### Where the registers sit

Drawn at 4 px/um.
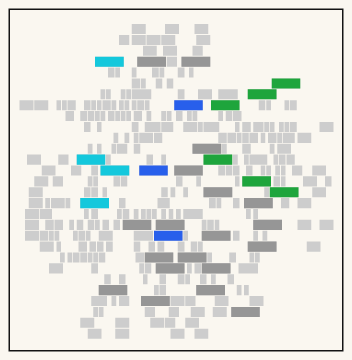
### Clock routing

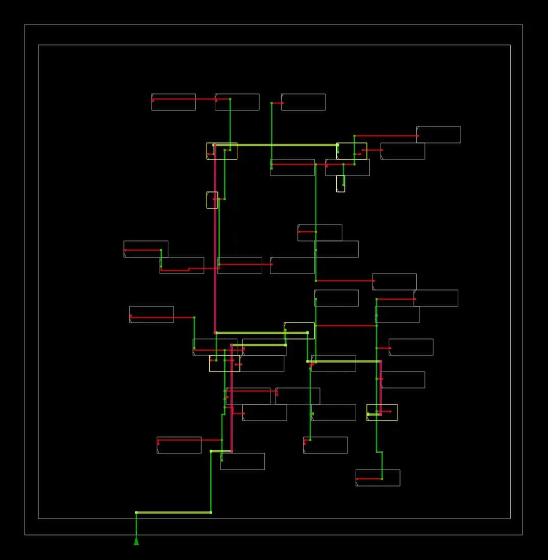
### I/O nets highlighted

Drawn at 4 px/um.
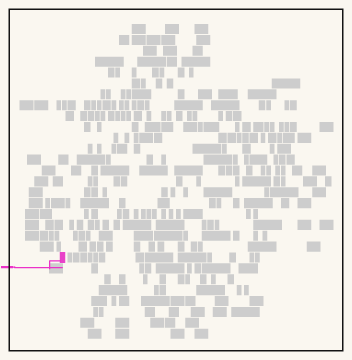
## config.mk

```make
export PLATFORM = sky130hd
export DESIGN_NAME = pipe_controller
export DESIGN_NICKNAME = d
export VERILOG_FILES = /design/src/rtl/ctrl_pkg.sv /design/src/rtl/mdu_seq.sv /design/src/rtl/pipe_controller.sv
export SDC_FILE = /design/constraint.sdc
export NUM_CORES = 1
export LEC_CHECK = 0
export ABC_AREA = 1
export CORE_AREA = 2 2 81 83
export DETAILED_ROUTE_END_ITERATION = 12
export DIE_AREA = 0 0 83 85
export GPL_TIMING_DRIVEN = 0
export PLACE_DENSITY = 0.57
export SYNTH_ARGS = -nofsm -noshare
export SYNTH_HDL_FRONTEND = slang
export SYNTH_SLANG_ARGS = --single-unit
export TNS_END_PERCENT = 5
```

## constraint.sdc

```tcl
create_clock -name clk -period 4.51 [get_ports clk]
set_clock_uncertainty 0.2 [all_clocks]
set_input_delay 1.1275 -clock clk [delete_from_list [all_inputs] [get_ports clk]]
set_output_delay 1.1275 -clock clk [all_outputs]
set_load 0.01 [all_outputs]
```

## src/rtl/ctrl_pkg.sv

```systemverilog
// Shared encodings for the pipeline control path: opcodes, functs, ALU codes,
// control-field enums and the control bundle carried down the pipeline.
package ctrl_pkg;

    // Opcodes
    localparam logic [5:0] OpRtype = 6'b000000;
    localparam logic [5:0] OpJ     = 6'b000010;
    localparam logic [5:0] OpJal   = 6'b000011;
    localparam logic [5:0] OpBeq   = 6'b000100;
    localparam logic [5:0] OpBne   = 6'b000101;
    localparam logic [5:0] OpAddi  = 6'b001000;
    localparam logic [5:0] OpSlti  = 6'b001010;
    localparam logic [5:0] OpAndi  = 6'b001100;
    localparam logic [5:0] OpOri   = 6'b001101;
    localparam logic [5:0] OpLw    = 6'b100011;
    localparam logic [5:0] OpSw    = 6'b101011;

    // R-type functs
    localparam logic [5:0] FunctMfhi  = 6'b010000;
    localparam logic [5:0] FunctMflo  = 6'b010010;
    localparam logic [5:0] FunctAdd   = 6'b100000;
    localparam logic [5:0] FunctAddu  = 6'b100001;
    localparam logic [5:0] FunctSub   = 6'b100010;
    localparam logic [5:0] FunctSubu  = 6'b100011;
    localparam logic [5:0] FunctAnd   = 6'b100100;
    localparam logic [5:0] FunctOr    = 6'b100101;
    localparam logic [5:0] FunctNor   = 6'b100111;
    localparam logic [5:0] FunctSlt   = 6'b101010;
    localparam logic [5:0] FunctSltu  = 6'b101011;
    // MULT/MULTU/DIV/DIVU occupy 0110xx; the low two bits select the MDU op.
    localparam logic [3:0] FunctMduHi = 4'b0110;

    // ALU control codes
    localparam logic [3:0] AluAnd  = 4'b0000;
    localparam logic [3:0] AluOr   = 4'b0001;
    localparam logic [3:0] AluAdd  = 4'b0010;
    localparam logic [3:0] AluNor  = 4'b0011;
    localparam logic [3:0] AluSub  = 4'b0110;
    localparam logic [3:0] AluSlt  = 4'b0111;
    localparam logic [3:0] AluSltu = 4'b1000;

    typedef enum logic [1:0] {ResAlu, ResMem, ResPc8, ResHiLo} resultsrc_e;
    typedef enum logic [1:0] {DstRt, DstRd, DstRa} regdst_e;
    typedef enum logic [1:0] {SrcRt, SrcImmSext, SrcImmZext} alusrc_e;
    typedef enum logic [1:0] {MduMult, MduMultu, MduDiv, MduDivu} mdu_op_e;
    typedef enum logic {StIdle, StBusy} mdu_state_e;

    typedef struct packed {
        logic       regwrite;
        logic       memwrite;
        resultsrc_e resultsrc;
        alusrc_e    alusrc;
        regdst_e    regdst;
        logic [3:0] alucontrol;
        logic       hilo_sel;
        logic       mdu_en;
        mdu_op_e    mdu_op;
    } ctrl_t;

    localparam ctrl_t CtrlNop = '0;

endpackage

```

## src/rtl/mdu_seq.sv

```systemverilog
// Multiply/divide sequencer: starts when an MDU op leaves E, counts the fixed
// latency down and pulses done on the last busy cycle.
module mdu_seq
    import ctrl_pkg::*;
#(
    parameter int unsigned MDU_LATENCY = 32
) (
    input  logic clk_i,
    input  logic reset_i,
    input  logic mdu_valid_i,
    input  logic stall_i,
    output logic start_o,
    output logic busy_o,
    output logic done_o,
    output logic count_nz_o
);

    localparam logic [5:0] LatM1 = 6'(MDU_LATENCY - 1);

    mdu_state_e state_q;
    logic [5:0] count_q;

    // Start only from idle and only when the op actually advances out of E.
    always_comb begin
        busy_o     = (state_q == StBusy);
        start_o    = mdu_valid_i & ~stall_i & ~busy_o;
        done_o     = busy_o & (count_q == 6'd0);
        count_nz_o = busy_o & (count_q != 6'd0);
    end

    // State and countdown; the count runs regardless of pipeline stalls.
    always_ff @(posedge clk_i) begin
        if (reset_i) begin
            state_q <= StIdle;
            count_q <= 6'd0;
        end else begin
            case (state_q)
                StIdle: begin
                    if (start_o) begin
                        state_q <= StBusy;
                        count_q <= LatM1;
                    end
                end
                StBusy: begin
                    if (count_q == 6'd0) begin
                        state_q <= StIdle;
                    end else begin
                        count_q <= count_q - 6'd1;
                    end
                end
                default: state_q <= StIdle;
            endcase
        end
    end

endmodule

```

## src/rtl/pipe_controller.sv

```systemverilog
// Pipeline control path: D-stage decode plus E/M/W control registers with
// stall/flush, and the MDU sequencer with its D-stage interlock.
module pipe_controller
    import ctrl_pkg::*;
#(
    parameter int unsigned ALUCTRL_W   = 4,
    parameter int unsigned MDU_LATENCY = 32,
    parameter int unsigned HAS_MDU     = 1
) (
    input  logic                 clk,
    input  logic                 reset,
    input  logic [5:0]           opD,
    input  logic [5:0]           functD,
    input  logic                 equalD,
    input  logic                 stallE,
    input  logic                 flushE,
    input  logic                 flushM,
    output logic                 pcsrcD,
    output logic                 branchD,
    output logic                 jumpD,
    output logic                 jalD,
    output logic [1:0]           alusrcE,
    output logic [1:0]           regdstE,
    output logic [ALUCTRL_W-1:0] alucontrolE,
    output logic                 regwriteE,
    output logic                 regwriteM,
    output logic                 regwriteW,
    output logic                 memwriteM,
    output logic [1:0]           resultsrcE,
    output logic [1:0]           resultsrcM,
    output logic [1:0]           resultsrcW,
    output logic                 hilo_selW,
    output logic                 mdu_startE,
    output logic [1:0]           mdu_opE,
    output logic                 mdu_busy,
    output logic                 mdu_done,
    output logic                 mdu_stallD
);

    ctrl_t      ctrl_d;
    ctrl_t      ctrl_e_q;
    logic       is_bne_d;
    logic       mdu_dep_d;
    logic       r_alu;
    logic [3:0] r_aluc;
    logic       regwrite_m_q, memwrite_m_q, hilo_sel_m_q;
    logic [1:0] resultsrc_m_q;
    logic       regwrite_w_q, hilo_sel_w_q;
    logic [1:0] resultsrc_w_q;

    // R-type ALU funct lookup.
    always_comb begin
        r_alu  = 1'b1;
        r_aluc = AluAdd;
        case (functD)
            FunctAdd, FunctAddu: r_aluc = AluAdd;
            FunctSub, FunctSubu: r_aluc = AluSub;
            FunctAnd:            r_aluc = AluAnd;
            FunctOr:             r_aluc = AluOr;
            FunctNor:            r_aluc = AluNor;
            FunctSlt:            r_aluc = AluSlt;
            FunctSltu:           r_aluc = AluSltu;
            default:             r_alu  = 1'b0;
        endcase
    end

    // Main D-stage decode; anything unrecognised leaves every control at 0.
    always_comb begin
        ctrl_d    = CtrlNop;
        branchD   = 1'b0;
        jumpD     = 1'b0;
        jalD      = 1'b0;
        is_bne_d  = 1'b0;
        mdu_dep_d = 1'b0;
        case (opD)
            OpRtype: begin
                if (r_alu) begin
                    ctrl_d.regwrite   = 1'b1;
                    ctrl_d.regdst     = DstRd;
                    ctrl_d.alucontrol = r_aluc;
                end else if (functD == FunctMfhi || functD == FunctMflo) begin
                    ctrl_d.regwrite  = 1'b1;
                    ctrl_d.regdst    = DstRd;
                    ctrl_d.resultsrc = ResHiLo;
                    ctrl_d.hilo_sel  = (functD == FunctMfhi);
                    mdu_dep_d        = 1'b1;
                end else if (HAS_MDU != 0 && functD[5:2] == FunctMduHi) begin
                    ctrl_d.mdu_en = 1'b1;
                    ctrl_d.mdu_op = mdu_op_e'(functD[1:0]);
                    mdu_dep_d     = 1'b1;
                end
            end
            OpLw: begin
                ctrl_d.regwrite   = 1'b1;
                ctrl_d.resultsrc  = ResMem;
                ctrl_d.alusrc     = SrcImmSext;
                ctrl_d.alucontrol = AluAdd;
            end
            OpSw: begin
                ctrl_d.memwrite   = 1'b1;
                ctrl_d.alusrc     = SrcImmSext;
                ctrl_d.alucontrol = AluAdd;
            end
            OpBeq: begin
                branchD           = 1'b1;
                ctrl_d.alucontrol = AluSub;
            end
            OpBne: begin
                branchD           = 1'b1;
                is_bne_d          = 1'b1;
                ctrl_d.alucontrol = AluSub;
            end
            OpAddi, OpSlti: begin
                ctrl_d.regwrite   = 1'b1;
                ctrl_d.alusrc     = SrcImmSext;
                ctrl_d.alucontrol = (opD == OpSlti) ? AluSlt : AluAdd;
            end
            OpAndi, OpOri: begin
                ctrl_d.regwrite   = 1'b1;
                ctrl_d.alusrc     = SrcImmZext;
                ctrl_d.alucontrol = (opD == OpOri) ? AluOr : AluAnd;
            end
            OpJ: jumpD = 1'b1;
            OpJal: begin
                jumpD            = 1'b1;
                jalD             = 1'b1;
                ctrl_d.regwrite  = 1'b1;
                ctrl_d.regdst    = DstRa;
                ctrl_d.resultsrc = ResPc8;
            end
            default: ;
        endcase
        pcsrcD = branchD & (equalD ^ is_bne_d);
    end

    // E register: flush beats stall.
    always_ff @(posedge clk) begin
        if (reset || flushE) begin
            ctrl_e_q <= CtrlNop;
        end else if (!stallE) begin
            ctrl_e_q <= ctrl_d;
        end
    end

    // M register: flush beats stall.
    always_ff @(posedge clk) begin
        if (reset || flushM) begin
            regwrite_m_q  <= 1'b0;
            memwrite_m_q  <= 1'b0;
            resultsrc_m_q <= 2'd0;
            hilo_sel_m_q  <= 1'b0;
        end else if (!stallE) begin
            regwrite_m_q  <= ctrl_e_q.regwrite;
            memwrite_m_q  <= ctrl_e_q.memwrite;
            resultsrc_m_q <= ctrl_e_q.resultsrc;
            hilo_sel_m_q  <= ctrl_e_q.hilo_sel;
        end
    end

    // W register: only reset clears it.
    always_ff @(posedge clk) begin
        if (reset) begin
            regwrite_w_q  <= 1'b0;
            resultsrc_w_q <= 2'd0;
            hilo_sel_w_q  <= 1'b0;
        end else if (!stallE) begin
            regwrite_w_q  <= regwrite_m_q;
            resultsrc_w_q <= resultsrc_m_q;
            hilo_sel_w_q  <= hilo_sel_m_q;
        end
    end

    assign alusrcE     = ctrl_e_q.alusrc;
    assign regdstE     = ctrl_e_q.regdst;
    assign alucontrolE = ctrl_e_q.alucontrol;
    assign regwriteE   = ctrl_e_q.regwrite;
    assign resultsrcE  = ctrl_e_q.resultsrc;
    assign mdu_opE     = ctrl_e_q.mdu_op;
    assign regwriteM   = regwrite_m_q;
    assign memwriteM   = memwrite_m_q;
    assign resultsrcM  = resultsrc_m_q;
    assign regwriteW   = regwrite_w_q;
    assign resultsrcW  = resultsrc_w_q;
    assign hilo_selW   = hilo_sel_w_q;

    if (HAS_MDU != 0) begin : g_mdu
        logic count_nz;

        mdu_seq #(
            .MDU_LATENCY(MDU_LATENCY)
        ) u_mdu_seq (
            .clk_i      (clk),
            .reset_i    (reset),
            .mdu_valid_i(ctrl_e_q.mdu_en),
            .stall_i    (stallE),
            .start_o    (mdu_startE),
            .busy_o     (mdu_busy),
            .done_o     (mdu_done),
            .count_nz_o (count_nz)
        );

        // Hold an HI/LO consumer or another MDU op in D until the result lands.
        assign mdu_stallD = mdu_dep_d & (count_nz | ctrl_e_q.mdu_en);
    end else begin : g_no_mdu
        assign mdu_startE = 1'b0;
        assign mdu_busy   = 1'b0;
        assign mdu_done   = 1'b0;
        assign mdu_stallD = 1'b0;
    end

endmodule

```

==> out/results.txt <==
status: finished clean
Synth Seq Share: 0.3662
Die Area: 7055 um^2
XOR/XNOR Area Share: 0.01001
inverter count: 32
crit path to: mdu_stallD
vias per inst: 4.448
final core occ: 0.3825
cells in synth_stat.txt: 257
Comb power: 73.1 uW
Init Core Util: 0.2819
Seq. pwr: 289 uW
share of layout cells above drive strength 1: 0.1650
r2r endpoint: g_mdu.u_mdu_seq.count_q[3]$_SDFFE_PP0P_
RSZ-0062 raised after global routing: false
hold buffer count at CTS: 0
hold path endpoint: hilo_sel_m_q$_SDFFE_PP0N_
Sw Ratio: 0.2550
Signal buf overhead: 0.2383
comb area leader: simple AND/OR/NAND/NOR gates
Max Freq: 229.4 MHz
I/O Pins: 47
Syn Inst Count: 257
Max-slew headroom: 0.6769
Flop pwr share: 0.507
max FFs per register: 6
Back to the opening pictures, 'Where the registers sit':
Cyan shows alucontrolE, sequential cells 4, where middle left. Green shows g_mdu.u_mdu_seq.count_q, sequential cells 6. Blue shows ctrl_e_q, sequential cells 3.
Another 19 sequential cells are not colored.

Back to the opening pictures, 'Clock routing':
clk_lat worst skew: 0.29 ns
Seq Cell Count: 32
Clock buffer cells: 6

Back to the opening pictures, 'I/O nets highlighted':
Magenta shows jumpD, bits 1, direction output, edge left, end cells 1, buffers 1, wire 17.6 um.

[Yosys cell counts, drive strengths merged]
cell type and number:
nand3b 2, inv 32, o21ai 15, xnor2 1, ha 1, clkbuf 1, nor2 39, nand2 56
nand3 26, or2 2, buf 16, a221oi 1, xor2 1, nand4 4, a21oi 24, nor3 3
a31oi 1, dfxtp 32
[kinds of logic after synthesis]
family | count (synthesis)
compound gates | 41
fa+ha+maj | 1
buf+inv | 49
xor+xnor | 2
simple gates | 132
flops | 32
[per-layer routing]
metal,vias to the layer above,GRT usage,share of wire
met5,-,0,0
met4,0,0.04918,0.014
met3,6,0.03696,0.044
met2,40,0.1782,0.45
met1,749,0.1611,0.49
li1,922,-,-
No activity file was given, so power comes from the tool's default toggle rates.
